--- src/rtl/spi_controller.sv ---
// spi_controller: SPI mode-0 master that serialises 16-bit register-write
// frames {rw, addr[6:0], wdata[7:0]} MSB first, with a start/busy/done
// handshake, an early-abort path and a guaranteed nCS-high gap between
// frames. Every serial output comes straight from a flop.
module spi_controller #(
  parameter int unsigned CLK_DIV = 4,  // clk cycles per SCLK half-period (4..255)
  parameter int unsigned CS_GAP  = 8   // clk cycles of nCS high after a frame (4..255)
) (
  input  logic       clk,
  input  logic       rst_n,
  input  logic       start,
  input  logic       rw,
  input  logic [6:0] addr,
  input  logic [7:0] wdata,
  input  logic       abort,
  output logic       busy,
  output logic       done,
  output logic       aborted,
  output logic       nCS_out,
  output logic       SCLK_out,
  output logic       COPI_out
);

  typedef enum logic [2:0] {
    IDLE,
    SETUP,
    SHIFT,
    HOLD,
    GAP
  } state_t;

  // Terminal counts for the shared phase counter.
  localparam logic [7:0] DIV_LAST = 8'(CLK_DIV - 1);
  localparam logic [7:0] GAP_LAST = 8'(CS_GAP - 1);
  // A full frame has exactly 16 rising SCLK edges.
  localparam logic [4:0] LAST_EDGE = 5'd16;

  state_t      state, state_nx;
  logic [7:0]  phase_cnt, phase_cnt_nx;  // cycles spent in the current half-period / gap
  logic [4:0]  edge_cnt, edge_cnt_nx;    // rising SCLK edges issued this frame
  logic [15:0] shreg, shreg_nx;          // bit 15 is the bit currently on COPI
  logic        busy_nx, done_nx, aborted_nx;
  logic        ncs_nx, sclk_nx, copi_nx;

  logic phase_end;
  logic gap_end;
  logic in_frame;

  assign phase_end = (phase_cnt == DIV_LAST);
  assign gap_end   = (phase_cnt == GAP_LAST);
  assign in_frame  = (state == SETUP) || (state == SHIFT) || (state == HOLD);

  // State register.
  // NOTE: sequential state uses non-blocking assignments so every flop
  // samples the pre-edge values, independent of statement order.
  always_ff @(posedge clk or negedge rst_n) begin
    if (!rst_n) begin
      state <= IDLE;
    end else begin
      state <= state_nx;
    end
  end

  // Datapath and registered outputs, all loaded from the next-state logic.
  // NOTE: the shift register is reset along with the control flops so a
  // frame cut short by reset leaves no stale bits behind.
  always_ff @(posedge clk or negedge rst_n) begin
    if (!rst_n) begin
      phase_cnt <= '0;
      edge_cnt  <= '0;
      shreg     <= '0;
      busy      <= 1'b0;
      done      <= 1'b0;
      aborted   <= 1'b0;
      nCS_out   <= 1'b1;
      SCLK_out  <= 1'b0;
      COPI_out  <= 1'b0;
    end else begin
      phase_cnt <= phase_cnt_nx;
      edge_cnt  <= edge_cnt_nx;
      shreg     <= shreg_nx;
      busy      <= busy_nx;
      done      <= done_nx;
      aborted   <= aborted_nx;
      nCS_out   <= ncs_nx;
      SCLK_out  <= sclk_nx;
      COPI_out  <= copi_nx;
    end
  end

  // Next-state and next-output decode for the frame sequencer.
  // NOTE: every signal gets a default before the case statement, so no path
  // leaves a value unassigned and no latch is inferred.
  always_comb begin
    state_nx     = state;
    phase_cnt_nx = phase_cnt;
    edge_cnt_nx  = edge_cnt;
    shreg_nx     = shreg;
    busy_nx      = busy;
    done_nx      = 1'b0;
    aborted_nx   = aborted;
    ncs_nx       = nCS_out;
    sclk_nx      = SCLK_out;
    copi_nx      = COPI_out;

    unique case (state)
      IDLE: begin
        if (start) begin
          shreg_nx     = {rw, addr, wdata};
          copi_nx      = rw;
          ncs_nx       = 1'b0;
          busy_nx      = 1'b1;
          aborted_nx   = 1'b0;
          phase_cnt_nx = '0;
          edge_cnt_nx  = '0;
          state_nx     = SETUP;
        end
      end

      // First data bit settles on COPI for one low half before SCLK rises.
      SETUP: begin
        if (phase_end) begin
          sclk_nx      = 1'b1;
          edge_cnt_nx  = edge_cnt + 5'd1;
          phase_cnt_nx = '0;
          state_nx     = SHIFT;
        end else begin
          phase_cnt_nx = phase_cnt + 8'd1;
        end
      end

      // COPI changes only together with a falling SCLK edge, so it is stable
      // for a whole half-period on both sides of every rising edge.
      SHIFT: begin
        if (phase_end) begin
          phase_cnt_nx = '0;
          if (SCLK_out) begin
            sclk_nx = 1'b0;
            if (edge_cnt == LAST_EDGE) begin
              copi_nx  = 1'b0;
              state_nx = HOLD;
            end else begin
              shreg_nx = {shreg[14:0], 1'b0};
              copi_nx  = shreg[14];
            end
          end else begin
            sclk_nx     = 1'b1;
            edge_cnt_nx = edge_cnt + 5'd1;
          end
        end else begin
          phase_cnt_nx = phase_cnt + 8'd1;
        end
      end

      // Keep nCS low for one more low half after the last falling edge.
      HOLD: begin
        if (phase_end) begin
          ncs_nx       = 1'b1;
          phase_cnt_nx = '0;
          state_nx     = GAP;
        end else begin
          phase_cnt_nx = phase_cnt + 8'd1;
        end
      end

      // nCS-high recovery time so the peripheral's synchroniser sees the
      // frame end before the next one can begin.
      GAP: begin
        if (gap_end) begin
          busy_nx      = 1'b0;
          done_nx      = 1'b1;
          phase_cnt_nx = '0;
          state_nx     = IDLE;
        end else begin
          phase_cnt_nx = phase_cnt + 8'd1;
        end
      end

      default: begin
        state_nx = IDLE;
      end
    endcase

    // Abort overrides the normal sequence while the bus is active; the
    // truncated frame still closes through the gap and a flagged done.
    if (abort && in_frame) begin
      sclk_nx      = 1'b0;
      ncs_nx       = 1'b1;
      copi_nx      = 1'b0;
      aborted_nx   = 1'b1;
      phase_cnt_nx = '0;
      state_nx     = GAP;
    end
  end

endmodule

--- config.mk ---
export PLATFORM = sky130hd
export DESIGN_NAME = spi_controller
export DESIGN_NICKNAME = d
export VERILOG_FILES = /design/src/rtl/spi_controller.sv
export SDC_FILE = /design/constraint.sdc
export NUM_CORES = 1
export LEC_CHECK = 0
export CORE_ASPECT_RATIO = 1.25
export CORE_UTILIZATION = 40
export CTS_BUF_LIST = sky130_fd_sc_hd__clkbuf_8
export DETAILED_ROUTE_END_ITERATION = 12
export SKIP_CTS_REPAIR_TIMING = 1
export SLEW_MARGIN = 20
export SYNTH_ARGS = -nofsm -noshare
export SYNTH_HDL_FRONTEND = slang
export SYNTH_SLANG_ARGS = --single-unit
--- constraint.sdc ---
create_clock -name clk -period 2.83 [get_ports clk]
set_input_delay 0.849 -clock clk [delete_from_list [all_inputs] [get_ports clk]]
set_output_delay 0.849 -clock clk [all_outputs]
set_load 0.02 [all_outputs]
==> summary.txt, run 1 <==
Notes on the flow run.

- The run finished with clean final reports.
- Per the run report, area growth between synthesis and finish was 21.65%.
- Synthesis produced 193 cells.
- The initial antenna violation count is 0, for reference.
- The static leakage is 0.9672 nW, for reference.
- TritonCTS built the clock tree.
- The number of I/O pins is 26, for reference.
- After detailed routing, the number of vias per cell comes to 5.368.
- The instance area at placement is 2262 µm², for reference.
- The nature of the critical path endpoint is a register, for reference.
- The clock-pin slew reported for the worst setup and hold paths after clock tree synthesis is 0.07 ns, for reference.
- The number of global-route vias before repair is 1,463, for reference.
- In this run the core area contains 27 standard-cell rows.
- The cell area that synthesis handed to floorplanning was 1931 µm².
- The clock skew after layout is 0.005030 ns, for reference.
- In this run the tool buffered the top-level ports with 25 buffer cells.
- Per STA, the highest per-stage delay on the worst path measures 0.54 ns.
- The H-tree was split into 2 levels.
- The largest net degree at the start of global routing is 38, for reference.
- Per the detail_route report, DRC violations left total 0.
- The final timing report counts setup violations totalling 0.
- The warning tally printed by Yosys for this design is 0.
- Setup repair after global routing left no endpoint under its margin.
- For this block, the routed nets add up to 3733 µm of wire.
- The remaining number of nets flagged by the antenna check after routing is 0, for reference.
- The arrival time at the worst endpoint is 2.63 ns, for reference.
- The min-delay analysis places its worst path in the category reg2reg.
- The summed standard-cell area reported by yosys is 1931 µm², for reference.
- The most common logic cell in the routed design is sky130_fd_sc_hd__dfrtp_1, for reference.
- The x dimension of the die is 64.14 µm, for reference.
- The highest supply drop recorded on VDD is 0.0003940 V.
- The total of max-cap violations is 0, for reference.
- After filler insertion, the fill cell instance count of the layout stands at 445.
- The root buffer cell chosen for the clock tree is sky130_fd_sc_hd__clkbuf_8.
- The max-slew check reports its worst relative slack as 47.74%.
- The fraction of layout cells with a size suffix above 1 is 9.910%, for reference.
- The clock passes through at most 2 buffers.
- Per Yosys stat, the portion of area used by sequential elements is 48.02%.
- The area fraction in mux cells is 9.462%, for reference.
- According to the finish report, the design has a final net count of 245.
- The number of inserted diodes is 0, for reference.
- In this run the vertical extent of the chip is 79.68 µm.
- Clock tree synthesis inserted a total of 5 buffers.
- After detailed routing, the average wire length per cell comes to 13.33 µm.
- Per the synthesis report, the dominant area consumer among library cells is sky130_fd_sc_hd__dfrtp_1.
- At the pin with the least slew margin, the transition time is 0.7733 ns.
- For this block, the via count after detailed routing is 1,503.
- With fillers left out, the area of the finished cells amounts to 2349 µm².
- The clock drives 37 sinks.
- By area the synthesized netlist is led by sky130_fd_sc_hd__dfrtp_1 47%, sky130_fd_sc_hd__mux2i_1 8.3%, sky130_fd_sc_hd__nor2_1 5.2%, sky130_fd_sc_hd__a21oi_1 5.2%, sky130_fd_sc_hd__xor2_1 2.7%.
- For reference, the top logic cell family by area is simple AND/OR/NAND/NOR gates.
- After legalization and detailed placement, the total HPWL measured 2668 µm.
- In the final timing run, aggregate negative setup slack is 0 ns.
- The residual overflow from global routing is 0, for reference.
- The count of cells along the worst register-to-register path is 7, for reference.
- Subtracting the final worst setup slack from the clock period gives 2.423 ns.
- The setup path with the least slack is of type in2reg.
- The count of different cell masters after synthesis is 45, for reference.
- The global-route wire length before repair is 6499 µm, for reference.
- The portion of synthesized cell area occupied by the leading cell type is 46.66%, for reference.
- In the layout the commonest cells are 36 x sky130_fd_sc_hd__dfrtp_1, 27 x sky130_fd_sc_hd__nor2_1, 25 x sky130_fd_sc_hd__clkdlybuf4s50_1.
- The xor/xnor cell area share of the yosys netlist is 3.176%, for reference.
- The data required time of the worst path is 3.03 ns, for reference.
- In this run the critical path is formed by clkdlybuf4s50_1 > mux2i_1 > or3_4 > o31ai_4 > buf_4 > nor2_1 > a21oi_1.
- The hold violation total from the final report is 0, for reference.
- Per the synthesis report, the adder-cell share of the synthesized area is 1.944%.
- Per the placement report, the placed cell count is 273.
- The commonest register cell is sky130_fd_sc_hd__dfrtp_1.
- The count of instantiated cells in the yosys netlist is 193, for reference.
- The final worst-path cycle share is 85.60%, for reference.
- The weighted congestion reported at the end of routability-driven placement is 0.7837, for reference.
- The fmax is 0.4128 GHz, for reference.
- The power density normalized to cell area is 793.5 nW/µm², for reference.
- The average instance area after synthesis is 10.00 µm², for reference.
- Once iteration 0 of detailed routing completed, the report listed 44 DRC markers.
- Summing over the stages, the warning tally comes to 27.
- The number of register bits inferred by synthesis is 37, for reference.
- In this run, synthesis inferred 0 flip-flops with an integrated enable.
- The net count of the mapped netlist is 216, for reference.
- The aoi/oai-family share of the synthesized area is 16.20%, for reference.
- The core region is 4527 µm².
- Pins over their slew limit in the final report were tallied at 0.
- For this run, the number of standard cells in the final layout without fillers is 280.
- The later pin in the worst-skew pair is clocked with a latency of 0.28 ns.
- The full die area is 5110 µm², for reference.
- At the floorplan stage, the core utilization is reported as 42.65%.
- Global routing used 16.58% of the available tracks.
- Looking at the critical path, the highest net fanout was 22.
- The share of synthesized registers carrying an async set or reset is 100.0%, for reference.
- For this run, the detailed router's first-pass iteration total came to 4.
- The number of instances on the worst hold path is 2, for reference.
- The simple-gate share of the synthesized area is 17.63%, for reference.
- STA classifies the critical path startpoint as an input port.
- The tightest hold path in the finished design has a slack of 0.4689 ns.
- The slowest stage of the critical path is the sky130_fd_sc_hd__clkdlybuf4s50_1 cell.
==> run 1: area by class of cell <==
class	instances	area, µm²	share of cell area [%]
well taps	58	72.57	3.090
repair buffers	32	302.8	12.89
clock buffers	6	82.58	3.516
inverters	3	11.26	0.4795
flip-flops and latches	37	927.1	39.48
clock inverters	1	3.754	0.1598
multi-input cells	143	948.4	40.38
==> run 1: state kept, by name, indices dropped and copies added (netlist names) <==
register and cells:
edge_cnt 5, shreg 15, busy 1, phase_cnt 8, SCLK_out 1, aborted 1
nCS_out 1, COPI_out 1, state 3, done 1
==> run 1: metrics by stage <==
stage | power [W] | setup slack [ns]
6_report | 0.001864 | 0.4074
5_1_grt | 0.002008 | 0.2671
4_1_cts | 0.001882 | 0.3972
3_5_place_dp | 0.001507 | 0.1246
3_3_place_gp | 0.001481 | 0.1781
2_1_floorplan | 0.001287 | 0.7087
==> run 1: logic make-up after synthesis <==
logic type                 count (synthesis)
and+or+nand+nor                           67
AOI/OAI and AO/OA                         48
DFF                                       37
muxes                                     18
buffers and inverters                     13
xor gates and xnor gates                   7
adders and majority gates                  3
==> run 1: path summary, 6_finish.rpt <==
kind | startpoint | endpoint | slack, ns
min | nCS_out | nCS_out | 0.47
max | start | shreg[10] | 0.41
max reg2reg | phase_cnt[0] | shreg[10] | 0.82
max in group asynchronous | rst_n | nCS_out | 1.50
min reg2reg | nCS_out | nCS_out | 0.47
min in group asynchronous | rst_n | phase_cnt[6] | 0.99
==> run 1: Yosys cell counts, types with 2 or more instances <==
cell type	number
sky130_fd_sc_hd__dfrtp_1	36
sky130_fd_sc_hd__a31oi_1	3
sky130_fd_sc_hd__or3_1	2
sky130_fd_sc_hd__nor2_1	27
sky130_fd_sc_hd__a21oi_1	20
sky130_fd_sc_hd__buf_4	3
sky130_fd_sc_hd__o21ai_0	7
sky130_fd_sc_hd__inv_1	3
sky130_fd_sc_hd__nor2b_1	3
sky130_fd_sc_hd__a311o_1	2
sky130_fd_sc_hd__buf_2	6
sky130_fd_sc_hd__mux2i_1	16
sky130_fd_sc_hd__and3_1	5
sky130_fd_sc_hd__ha_1	3
sky130_fd_sc_hd__nand2_1	11
sky130_fd_sc_hd__nand3_1	7
sky130_fd_sc_hd__xor2_1	6
sky130_fd_sc_hd__a22o_1	4
sky130_fd_sc_hd__nor3b_1	2
sky130_fd_sc_hd__a41oi_1	2
==> run 1: routing by layer <==
| layer | GRT usage [%] | part of all wire [%] | up-vias |
|---|---|---|---|
| met5 | 0 | 0 | - |
| met1 | 20.13 | 46 | 717 |
| met3 | 4.143 | 4.9 | 4 |
| li1 | - | - | 747 |
| met4 | 6.667 | 1.4 | 0 |
| met2 | 27.98 | 48 | 35 |
==> run 1: power breakdown <==
part	total, W	leakage, nW	internal, W	switching, W
clock network	0.000371	0.0485	0.000190	0.000181
logic	0.000660	0.465	0.000298	0.000362
registers	0.000833	0.454	0.000694	0.000139
total	0.00186	0.967	0.00118	0.000682
==> run 1: worst max-delay path, delay by kind of cell <==
kind | cells | cell delay [ns]
buffers and inverters | 2 | 0.82
and+or+nand+nor | 2 | 0.44
AOI/OAI and AO/OA | 2 | 0.42
muxes | 1 | 0.09
### M1 wires, run 1

Cells faint in the background.
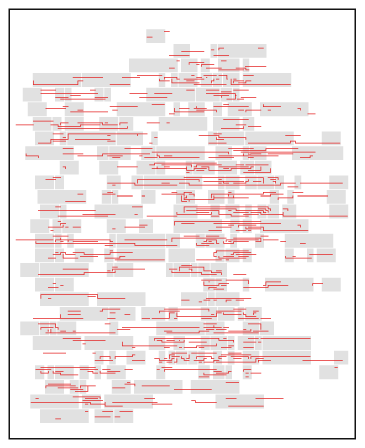
- wire length on this layer: 1,710 µm
- longest straight run: 18.4 µm

### Signal wires on met2, run 1

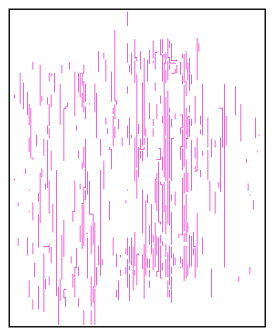
- nets with wire on the layer: 201
- main direction: vertical
- wire length on this layer: 1,780 µm
- share of all routed wire: 48%

### The metal 3 layer, run 1

Cells faint in the background.
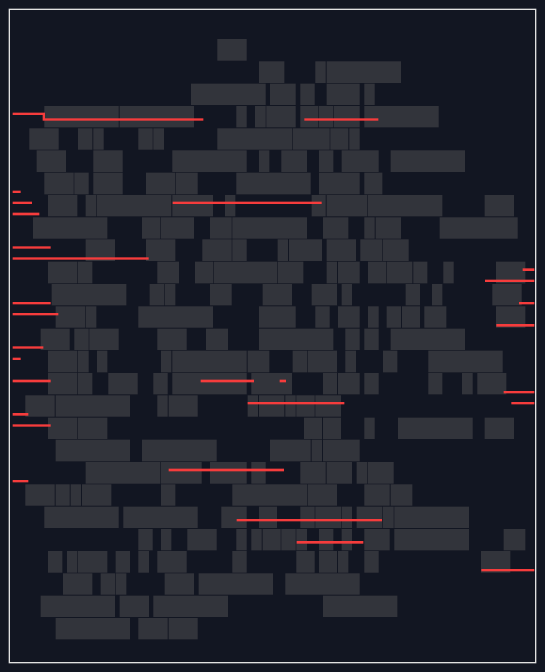
- main direction: horizontal
- wire length on this layer: 185 µm
- longest straight run: 19.3 µm

### Congestion heat map, run 1

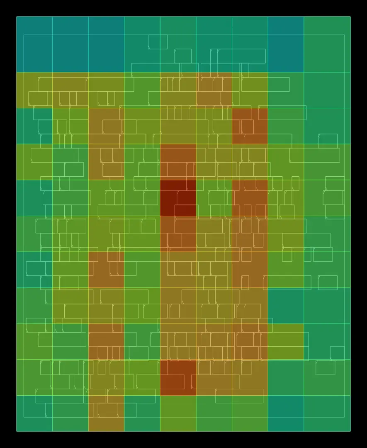
post-layout util: 51.88%
met3 capacity usage during global routing: 4.143%
met2 demand-to-capacity share in global routing: 27.98%
busiest grt layer: met2

--- run 2 (diff from run 1) ---
- CAP_MARGIN: not set -> 20
### Register map, names as in the netlist, run 2

The bar under the picture is 20 µm long.
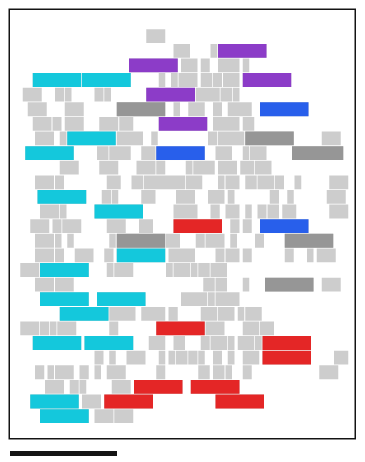
- blue: state (sequential cells 3)
- cyan: shreg (sequential cells 15)
- purple: edge_cnt (sequential cells 5; where top middle)
- red: phase_cnt (sequential cells 8)

### Congestion heat map, run 2

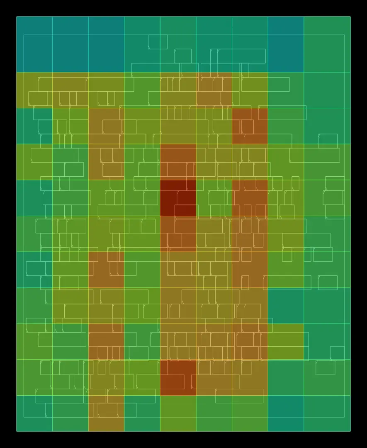
met1 demand-to-capacity share in global routing: 20.13%
total track usage: 16.58%
Routed WL per cell: 13.33 µm

==> run 2 against run 1 <==
Effect of this change: synthesized cell count did not move; cell count unchanged; core utilization unchanged; sequential cell count stayed put; power is the same; die area is the same; sequential share of layout area unchanged; sequential power hardly changed; highest routed layer unchanged.
==> summary.txt, run 2 <==
Notes on the flow run.

- The number of warnings printed during yosys synthesis came to 0 (unchanged).
- The net count of the mapped netlist was 216 (unchanged).
- The clock network fraction of total power was 19.9% (about the same).
- The net count reported at finish is 245 (unchanged), for reference.
- The count of unresolved DRC violations after routing is 0 (unchanged).
- The largest net degree at the start of global routing is 38 (unchanged), for reference.
- The full die area is 5110 µm² (unchanged), for reference.
- The critical path launch point type is an input port (unchanged), for reference.
- The number of levels the H-tree was split into is 2 (unchanged).
- The arrival time at the worst endpoint is 2.63 ns (about the same), for reference.
- The DRC marker count from the first detailed-route iteration is 44 (unchanged), for reference.
- The count of tool warnings was 27 (unchanged).
- The hold violation total from the final report is 0 (unchanged).
- The vertical die size is 79.68 µm (unchanged), for reference.
- The part of the power in combinational logic is 35.4% (about the same), for reference.
- The type of the most critical hold path is reg2reg (unchanged), for reference.
- The cell with the most instances after synthesis is sky130_fd_sc_hd__dfrtp_1 (unchanged).
- The weighted congestion reported at the end of routability-driven placement is 0.7837 (unchanged).
- The post-detailed-routing wire length is 3733 µm (unchanged), for reference.
- The highest net fanout along the worst path is 22 (unchanged), for reference.
- The share of synthesized registers carrying an async set or reset is 100.0% (unchanged), for reference.
- The start-to-end type of the worst setup path is in2reg (unchanged), for reference.
- The net load switching power came to 0.0006816 W (unchanged).
- The CTS tree is yes (unchanged).
- The register with the most flip-flops is shreg (unchanged), for reference.
- Cell-by-cell trace of the critical path: clkdlybuf4s50_1 > mux2i_1 > or3_4 > o31ai_4 > buf_4 > nor2_1 > a21oi_1 (unchanged).
- The clock-pin slew reported for the worst setup and hold paths after clock tree synthesis is 0.07 ns (about the same).
- The placement row count was 27 (unchanged).
- The register area is 927.1 µm² (unchanged).
- The average instance area after synthesis is 10.00 µm² (unchanged), for reference.
- The average vias per placed instance is 5.368 (unchanged), for reference.
- The maximum cell stage delay along the critical path is 0.54 ns (about the same).
- The final worst-path cycle share is 85.60% (unchanged).
- The root cell of the clock tree is sky130_fd_sc_hd__clkbuf_8 (unchanged), for reference.
- The routed via count was 1,503 (unchanged).
- The worst max-slew margin expressed relative to the limit is 47.74% (unchanged), for reference.
- The later-pin clock latency in the skew report is 0.28 ns (about the same), for reference.
- The number of I/O pins is 26 (unchanged), for reference.
- The count of different cell masters after synthesis is 45 (unchanged), for reference.
- The half-perimeter wire length after placement came to 2668 µm (unchanged).
- The number of iterations in the first detailed-routing pass is 4 (unchanged), for reference.
- The clock skew after layout is 0.005030 ns (unchanged).
- The register share after synthesis is 48.02% (unchanged), for reference.
- The power density normalized to cell area was 793.5 nW/µm² (unchanged).
- The total standard cell area after synthesis came to 1931 µm² (unchanged).
- The count of instantiated cells in the yosys netlist is 193 (unchanged), for reference.
- The portion of synthesized cell area occupied by the leading cell type was 46.66% (unchanged).
- The residual overflow from global routing is 0 (unchanged), for reference.
- The number of register bits inferred by synthesis is 37 (unchanged), for reference.
- The count of input and output buffers came to 25 (unchanged).
- Outcome: finished, final reports clean (unchanged).
- The setup-violating endpoint count in the final report is 0 (unchanged), for reference.
- The nature of the critical path endpoint is a register (unchanged).
- The final standard cell utilization of the core is 51.88% (unchanged), for reference.
- The TritonCTS buffer count is 5 (unchanged), for reference.
- The remaining number of nets flagged by the antenna check after routing is 0 (unchanged), for reference.
- The summed standard-cell area reported by yosys is 1931 µm² (unchanged).
- The global-route wire length before repair is 6499 µm (unchanged), for reference.
- Leading registers by flop count: shreg x15, phase_cnt x8, edge_cnt x5 (unchanged).
- The actual slew at the worst max-slew pin was 0.7733 ns (unchanged).
- The total of max-cap violations is 0 (unchanged), for reference.
- The instance tally after logic synthesis was 193 (unchanged).
- The number of flip-flops in the largest register came to 15 (unchanged).
- The number of inserted diodes is 0 (unchanged).
- The fraction of layout cells with a size suffix above 1 is 9.910% (unchanged), for reference.
- The combined buffer and inverter count along the critical path is 2 (unchanged), for reference.
- The x dimension of the die is 64.14 µm (unchanged), for reference.
- The total clock sinks came to 37 (unchanged).
- The area used by multi-input combinational logic is 948.4 µm² (unchanged), for reference.
- The post-synthesis cell type with the largest combined area is sky130_fd_sc_hd__dfrtp_1 (unchanged), for reference.
- Most frequent logic cells in the routed design: 36 x sky130_fd_sc_hd__dfrtp_1, 27 x sky130_fd_sc_hd__nor2_1, 25 x sky130_fd_sc_hd__clkdlybuf4s50_1 (unchanged).
- The static leakage was 0.9672 nW (unchanged).
- The data required time of the worst path is 3.03 ns (about the same).
- The post-route setup TNS was 0 ns (unchanged).
- RSZ-0062 raised after global routing: no (unchanged).
- Synth cell count leaders: 36 x sky130_fd_sc_hd__dfrtp_1, 27 x sky130_fd_sc_hd__nor2_1, 20 x sky130_fd_sc_hd__a21oi_1, 16 x sky130_fd_sc_hd__mux2i_1, 11 x sky130_fd_sc_hd__nand2_1 (unchanged).
- The final period demand of the worst path is 2.423 ns (unchanged), for reference.
- The main flop type is sky130_fd_sc_hd__dfrtp_1 (unchanged), for reference.
- The number of enable flip-flop cells was 0 (unchanged).
- The initial antenna violation count is 0 (unchanged), for reference.
- The core region area is 4527 µm² (unchanged), for reference.
- The fmax is 0.4128 GHz (unchanged), for reference.
- The part of the power in registers is 44.7% (about the same).
run 2: tightest hold or removal path, cell delays in order (launching register included):
cell	delay, ns
sky130_fd_sc_hd__dfstp_2	0.37
sky130_fd_sc_hd__nand2_1	0.05
sky130_fd_sc_hd__nand2_1	0.05
run 2: final cells by class:
class / count / share of cell area [%]
Sequential cell: 37 / 39.48
Clock buffer: 6 / 3.516
Clock inverter: 1 / 0.1598
Timing Repair Buffer: 32 / 12.89
Multi-Input combinational cell: 143 / 40.38
Tap cell: 58 / 3.090
Inverter: 3 / 0.4795
run 2: final timing paths:
| path | cells after the start | to | from | slack, ns |
|---|---|---|---|---|
| hold / removal | 2 | nCS_out | nCS_out | 0.47 |
| min in group asynchronous | 2 | phase_cnt[6] | rst_n | 0.99 |
| setup / recovery | 7 | shreg[10] | start | 0.41 |
| setup reg to reg | 7 | shreg[10] | phase_cnt[0] | 0.82 |
| hold reg to reg | 2 | nCS_out | nCS_out | 0.47 |
| max in group asynchronous | 2 | nCS_out | rst_n | 1.50 |
run 2: cell families after synthesis:
kind of cell / Yosys count / synth area share (%)
AND-OR/OR-AND: 48 / 16.20
XOR/XNOR: 7 / 3.176
adder cells (fa/ha/maj): 3 / 1.944
buffers and inverters: 13 / 3.564
flip-flops: 37 / 48.02
multiplexers: 18 / 9.462
AND/OR/NAND/NOR: 67 / 17.63
run 2: routing by layer:
metal	GRT usage, %	share of wire [%]	vias to the layer above	wire length, µm
li1	-	-	747	-
met1	20.13	46	717	1714
met2	27.98	48	35	1780
met3	4.143	4.9	4	184
met4	6.667	1.4	0	53
met5	0	0	-	0
run 2: per-stage QoR:
| step | hold WS (ns) | setup WS (ns) | instance area (µm²) | power (W) | std cells |
|---|---|---|---|---|---|
| floorplan | 0.4579 | 0.7087 | 1931 | 0.001287 | 193 |
| global placement | 0.4481 | 0.1781 | 2262 | 0.001481 | 273 |
| detailed placement | 0.4631 | 0.1246 | 2262 | 0.001507 | 273 |
| CTS | 0.4746 | 0.3972 | 2349 | 0.001882 | 280 |
| global route | 0.4807 | 0.2671 | 2349 | 0.002008 | 280 |
| finish | 0.4689 | 0.4074 | 2349 | 0.001864 | 280 |
run 2: power by group through the flow:
stage	clock network (W)	logic (W)	registers (W)
final	0.000371	0.000660	0.000833
after detailed placement	0	0.000666	0.000841
after CTS	0.000380	0.000669	0.000832
after global routing	0.000404	0.000743	0.000861
after floorplan	0	0.000474	0.000814
after global placement	0	0.000645	0.000837
Power and IR drop assume default switching activity.
